Wires at chosen ports, followed through buffers:
The bar under the picture is 50 um long.
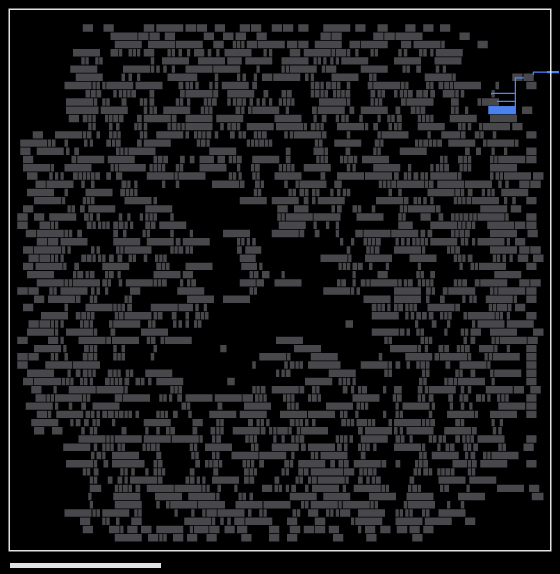
Routed metal, one colour a layer:
Only two layers are drawn.
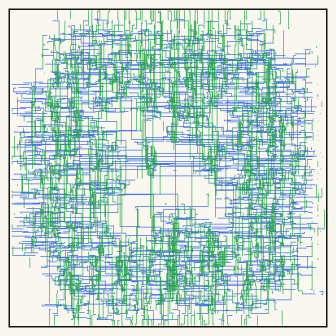
Register map, names as in the netlist:
The bar under the picture is 50 um long. Other sequential cells in the stronger grey, the rest of the logic in the fainter grey.
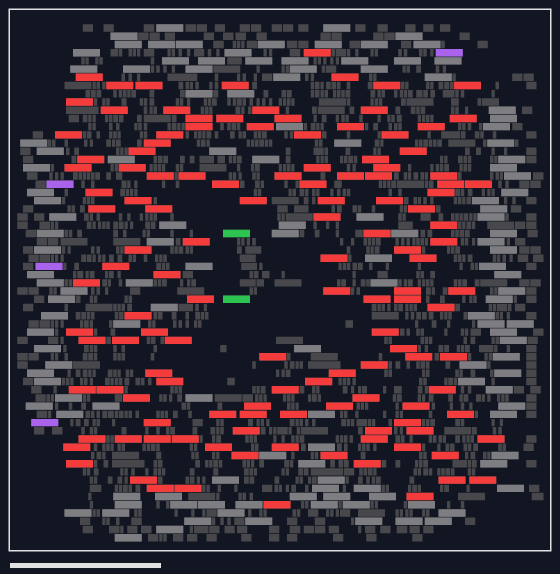
Clock wiring as the flow saved it:
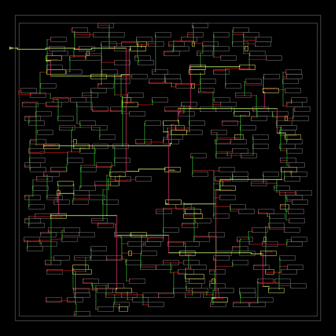
A small window of the routed layout:
Region (25, 114) to (65, 154) um. Cells in grey, sequential cells in the stronger grey; small squares are vias.
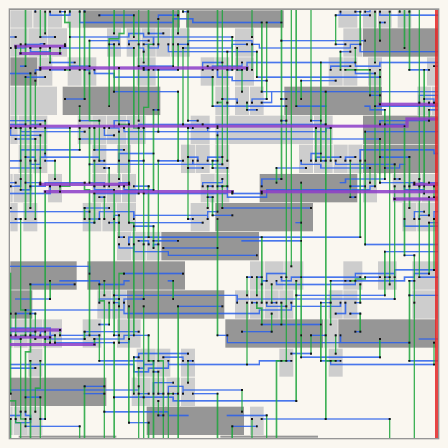
--- src/rtl/axis_pack_upsizer_if.sv ---
// Narrow-in / wide-out AXI-Stream bundle for the pack upsizer.
// The slave modport is the upsizer's view; master is the surrounding environment.
interface axis_pack_upsizer_if #(
    parameter int DATA_WIDTH = 32,
    parameter int RATIO      = 4
);
    logic [DATA_WIDTH-1:0]       s_payload;
    logic                        s_last;
    logic                        s_valid;
    logic                        s_ready;
    logic [DATA_WIDTH*RATIO-1:0] m_payload;
    logic [RATIO-1:0]            m_keep;
    logic                        m_last;
    logic                        m_valid;
    logic                        m_ready;

    modport slave (
        input  s_payload, s_last, s_valid, m_ready,
        output s_ready, m_payload, m_keep, m_last, m_valid
    );

    modport master (
        output s_payload, s_last, s_valid, m_ready,
        input  s_ready, m_payload, m_keep, m_last, m_valid
    );
endinterface

--- src/rtl/axis_pack_upsizer.sv ---
// AXI-Stream upsizer: packs RATIO narrow beats LSB-first into one registered wide word.
// s_last flushes a partial word early; unfilled lanes and their keep bits read as zero.
module axis_pack_upsizer #(
    parameter int DATA_WIDTH = 32,
    parameter int RATIO      = 4
) (
    input logic                clk,
    input logic                rst,
    axis_pack_upsizer_if.slave bus
);
    localparam int                   CNT_WIDTH  = (RATIO > 1) ? $clog2(RATIO) : 1;
    localparam int                   WIDE_WIDTH = DATA_WIDTH * RATIO;
    localparam logic [CNT_WIDTH-1:0] LAST_LANE  = CNT_WIDTH'(RATIO - 1);

    logic [CNT_WIDTH-1:0]  cnt_q, cnt_d;
    logic [WIDE_WIDTH-1:0] acc_q, acc_d;
    logic [RATIO-1:0]      acc_keep_q, acc_keep_d;
    logic [WIDE_WIDTH-1:0] m_payload_q, m_payload_d;
    logic [RATIO-1:0]      m_keep_q, m_keep_d;
    logic                  m_last_q, m_last_d;
    logic                  m_valid_q, m_valid_d;

    logic                  s_ready;
    logic                  accept;
    logic                  complete;
    logic [WIDE_WIDTH-1:0] acc_merged;
    logic [RATIO-1:0]      keep_merged;

    assign s_ready  = !m_valid_q || bus.m_ready;
    assign accept   = bus.s_valid && s_ready;
    assign complete = accept && ((cnt_q == LAST_LANE) || bus.s_last);

    // Accumulator with the current beat dropped into lane cnt_q.
    always_comb begin
        acc_merged  = acc_q;
        keep_merged = acc_keep_q;
        for (int unsigned i = 0; i < RATIO; i++) begin
            if (cnt_q == CNT_WIDTH'(i)) begin
                acc_merged[i*DATA_WIDTH +: DATA_WIDTH] = bus.s_payload;
                keep_merged[i]                         = 1'b1;
            end
        end
    end

    always_comb begin
        cnt_d       = cnt_q;
        acc_d       = acc_q;
        acc_keep_d  = acc_keep_q;
        m_payload_d = m_payload_q;
        m_keep_d    = m_keep_q;
        m_last_d    = m_last_q;
        m_valid_d   = m_valid_q;

        if (m_valid_q && bus.m_ready) begin
            m_valid_d = 1'b0;
        end

        // The accumulator data is cleared too, so stale lanes never leak into a short word.
        if (complete) begin
            m_payload_d = acc_merged;
            m_keep_d    = keep_merged;
            m_last_d    = bus.s_last;
            m_valid_d   = 1'b1;
            cnt_d       = '0;
            acc_d       = '0;
            acc_keep_d  = '0;
        end else if (accept) begin
            cnt_d      = cnt_q + CNT_WIDTH'(1);
            acc_d      = acc_merged;
            acc_keep_d = keep_merged;
        end
    end

    always_ff @(posedge clk or posedge rst) begin
        if (rst) begin
            cnt_q       <= '0;
            acc_q       <= '0;
            acc_keep_q  <= '0;
            m_payload_q <= '0;
            m_keep_q    <= '0;
            m_last_q    <= 1'b0;
            m_valid_q   <= 1'b0;
        end else begin
            cnt_q       <= cnt_d;
            acc_q       <= acc_d;
            acc_keep_q  <= acc_keep_d;
            m_payload_q <= m_payload_d;
            m_keep_q    <= m_keep_d;
            m_last_q    <= m_last_d;
            m_valid_q   <= m_valid_d;
        end
    end

    assign bus.s_ready   = s_ready;
    assign bus.m_payload = m_payload_q;
    assign bus.m_keep    = m_keep_q;
    assign bus.m_last    = m_last_q;
    assign bus.m_valid   = m_valid_q;
endmodule

--- src/flat_wrapper.sv ---
// flat-port wrapper written by rule: the top's interface ports become plain ports
module axis_pack_upsizer_flat 
#(
    parameter int DATA_WIDTH = 32,
    parameter int RATIO      = 4
)
  (clk, rst, bus_s_payload, bus_s_last, bus_s_valid, bus_m_ready, bus_s_ready, bus_m_payload, bus_m_keep, bus_m_last, bus_m_valid);
  axis_pack_upsizer_if #(.DATA_WIDTH(DATA_WIDTH), .RATIO(RATIO)) bus_i ();
  input logic clk;
  input logic rst;
  input wire logic [$bits(bus_i.s_payload)-1:0] bus_s_payload;
  input wire logic [$bits(bus_i.s_last)-1:0] bus_s_last;
  input wire logic [$bits(bus_i.s_valid)-1:0] bus_s_valid;
  input wire logic [$bits(bus_i.m_ready)-1:0] bus_m_ready;
  output wire logic [$bits(bus_i.s_ready)-1:0] bus_s_ready;
  output wire logic [$bits(bus_i.m_payload)-1:0] bus_m_payload;
  output wire logic [$bits(bus_i.m_keep)-1:0] bus_m_keep;
  output wire logic [$bits(bus_i.m_last)-1:0] bus_m_last;
  output wire logic [$bits(bus_i.m_valid)-1:0] bus_m_valid;
  assign bus_i.s_payload = bus_s_payload;
  assign bus_i.s_last = bus_s_last;
  assign bus_i.s_valid = bus_s_valid;
  assign bus_i.m_ready = bus_m_ready;
  assign bus_s_ready = bus_i.s_ready;
  assign bus_m_payload = bus_i.m_payload;
  assign bus_m_keep = bus_i.m_keep;
  assign bus_m_last = bus_i.m_last;
  assign bus_m_valid = bus_i.m_valid;
  axis_pack_upsizer #(.DATA_WIDTH(DATA_WIDTH), .RATIO(RATIO)) u_core (.clk(clk), .rst(rst), .bus(bus_i));
endmodule
--- config.mk ---
export PLATFORM = sky130hd
export DESIGN_NAME = axis_pack_upsizer_flat
export DESIGN_NICKNAME = d
export VERILOG_FILES = /design/src/rtl/axis_pack_upsizer_if.sv /design/src/rtl/axis_pack_upsizer.sv /design/src/flat_wrapper.sv
export SDC_FILE = /design/constraint.sdc
export NUM_CORES = 1
export LEC_CHECK = 0
export ABC_AREA = 1
export CAP_MARGIN = 15
export CORE_MARGIN = 2
export CORE_UTILIZATION = 40
export DETAILED_ROUTE_END_ITERATION = 16
export PLACE_DENSITY = 0.62
export REMOVE_ABC_BUFFERS = 1
export SETUP_SLACK_MARGIN = 0.15
export SLEW_MARGIN = 20
export SYNTH_ARGS = -nofsm -noshare
export SYNTH_HDL_FRONTEND = slang
export SYNTH_SLANG_ARGS = --single-unit
--- constraint.sdc ---
create_clock -name clk -period 16.6 [get_ports clk]
set_clock_uncertainty 0.2 [all_clocks]
set_input_delay 1.66 -clock clk [delete_from_list [all_inputs] [get_ports clk]]
set_output_delay 1.66 -clock clk [all_outputs]
set_load 0.02 [all_outputs]
==> writeup.txt <==
The number of clock sinks came to 268. The flip-flop and latch count came out at 268. By instance count after routing, the leading logic cell types are sky130_fd_sc_hd__nand2_1 (920), sky130_fd_sc_hd__dfrtp_1 (268), sky130_fd_sc_hd__nand3_1 (265).

The run gives 10.3k as the via count of the first global-routing pass. The met1 track demand over resource in global routing was 31.0%. The level count of the clock H-tree is 1. Summed over all instances, the cell type with the most area after synthesis is sky130_fd_sc_hd__dfrtp_1. Of the post-synthesis cell area, the dominant cell type holds 54.9%. The portion of synthesized area spent on multiplexers is 0%.

The layout has 41 clock buffers. In this run the cell area of the synthesized design comes to 12200 um2. The run gives 1.43 mW as the internal power component.

The proportion of register bits with asynchronous set or reset after synthesis came out at 100%. Looking at the reg2reg group, the worst path ends at u_core.bus.m_payload[101]. The run gives 30.7% for the final clock period utilization by the worst path.

The top logic cell by instance count in the layout is sky130_fd_sc_hd__nand2_1. The floorplan die area was 31900 um2. The count of multi-input gates was 1197; the placement row count was 63. The tools report the fill cell total of the finished layout as 2898. Top routing layer in use: met4.

In the setup report, the worst path falls into the class primary input to flip-flop. The routability congestion estimate came out at 0.721. The launch point of the worst register-to-register path is recorded as u_core.cnt_q[0].

The area fraction in full adders, half adders and majority gates works out to 0.410%. The post-CTS hold buffer count recorded in the log is 0. The logic share of the area is 32.8%. The tools report the total track usage as 21.5%.

The flow reports an fmax of 196 MHz. The tools report the final standard cell count with taps included and fillers excluded as 2102. Per the OpenROAD floorplan log, the area of the core is 29900 um2. The utilization of the core after routing came out at 50.2%. Count of inserted tapcells: 390. Power group with the largest share: registers.

The synthesized netlist handed to floorplanning was reported with a cell count of 1590. Hold timing on the final database bottoms out at a slack of 0.265 ns. The fraction of area in non-clock buffers came out at 12.1%.

The tools report the clock tree buffer depth as 3. TritonCTS built the clock tree. Per the run summary, max-cap violations total 0.

The routed length on met3 was 2.07 mm. Among the non-sequential cells, simple AND/OR/NAND/NOR gates take the most area. The tools report the number of vias in the routed layout as 10.7k.

After clock tree synthesis, the repair step resized 0 gates. With the placed cell count at 2049, the sequential cell area share is 44.7%. Of the total power, the share spent switching nets is 33.7%. Dividing total power by cell area gives a power density of 144 nW/um2.

In this run the remaining antenna-violating nets after routing total 0. The critical path depth was 8. The largest stage delay on the critical path works out to 0.74 ns. The cell type group with the largest total delay on the critical path was buffers and inverters. With the maximum ir drop on the vdd rail at 83.2 uV, the part of the total power dissipated in sequential elements is 39.3%. Along the worst path, the maximum fanout reaches 80. Yosys cell count: 1590. The run gives 0 for the post-route DRC violation count.

CTS added clock buffers totalling 29. The detailed-routing wirelength on met1 was 15.7 mm; the largest net degree at the start of global routing was 128. The run finished with clean final reports. For the pin with the worst max-slew slack, the measured transition is 1.10 ns. Summed over all nets, wire length on met2 after detailed routing comes to 15.6 mm. Setup violation total in the final timing report: 0.

Launch point of the critical path: bus_s_last. The cell with the most instances after synthesis is sky130_fd_sc_hd__nand2_1. The fraction of layout instances using a drive strength above 1 is 4.56%, and the number of logic inverters in the finished layout is 12. Per the CTS log, the root buffer master is sky130_fd_sc_hd__clkbuf_16. Per the GRT congestion report, total overflow comes to 0. The kind of path behind the tightest hold check was flip-flop to flip-flop. The power report attributes to the clock group a share of 31.6%.

The layout-stage area growth over the synthesis result was 22.9%; the area occupied by multi-input gates was 4920 um2. Data on the critical path is required at its endpoint by 16.81 ns. On the critical path, the stage with the largest delay is an instance of sky130_fd_sc_hd__nand3_4. The report gives the cell count of the worst hold path as 2. The total placed instance area was 14000 um2. The run gives 0 for the number of pins exceeding their max-slew limit in the final report.

For the leakage power, the log shows 8.18 nW. Largest cell class by area: registers. Per the post-CTS timing run, clock transition at the registers of the reported paths is 0.06 ns. The die is 179 um tall. The synthesized-area fraction occupied by and/or/nand/nor cells came out at 39.6%.

The run gives 6 for the number of detailed-routing iterations run before antenna repair. The end of the critical path is u_core.bus.m_payload[101]. The data arrival at the endpoint of the critical path was 5.32 ns.

Reg-to-reg setup timing slack: 11.95 ns. For this run, global-route usage on met3 was measured as 2.97%. Summing the areas of all xor and xnor instances in the mapped netlist gives 0% of the synthesized area. The worst setup path is launched from a primary input.

The logs give 0.625 mW for the power dissipated in combinational cells and 958 for the violation tally from detailed-route iteration zero. For the number of diodes added for antenna fixing, the log shows 0. In this run the critical path is formed by clkdlybuf4s50_1, inv_1, nand2_4, buf_4, nand3_4, buf_4, nand2_1, nand2_1. The critical path endpoint category was a flip-flop. Ranked by total cell area, the synthesized netlist is headed by sky130_fd_sc_hd__dfrtp_1 (55%), sky130_fd_sc_hd__nand2_1 (28%), sky130_fd_sc_hd__nand3_1 (11%).
Notes on 'wires at chosen ports, followed through buffers' above:
- blue: bus_m_valid (bits 1; direction output; end cells 1; buffers 1; wire 32.4 um)
count of port buffers added during placement: 171
number of ports placed on the die boundary: 172

Notes on 'routed metal, one colour a layer' above:
- blue: metal 1 (wire length 15700 um)
- green: metal 2 (wire length 15600 um)
Avg WL per Cell: 16.1 um
drt total wl: 33.9 mm

Notes on 'register map, names as in the netlist' above:
- green: u_core.cnt_q (flops 2)
- purple: u_core.bus.m_keep (flops 4)
- red: u_core.acc_q (flops 128; where spread over the die)
- not coloured: 134
sequential group power: 0.846 mW
flip-flop and latch area: 6710 um2

Notes on 'clock wiring as the flow saved it' above:
insertion delay of the later-clocked pin in the worst-skew pair: 0.55 ns
power in the clock group: 0.681 mW

Notes on 'a small window of the routed layout' above:
- green: metal 2
- purple: metal 3
- blue: metal 1
- red: metal 4
- netlist names of flops here include: u_core.acc_q (15)
- cells with their middle in the window: 123
- sequential cells in the window: 17
- most frequent: nand2_1 (77), nand3_1 (27), dfrtp_1 (17)

Power and IR drop assume default switching activity.
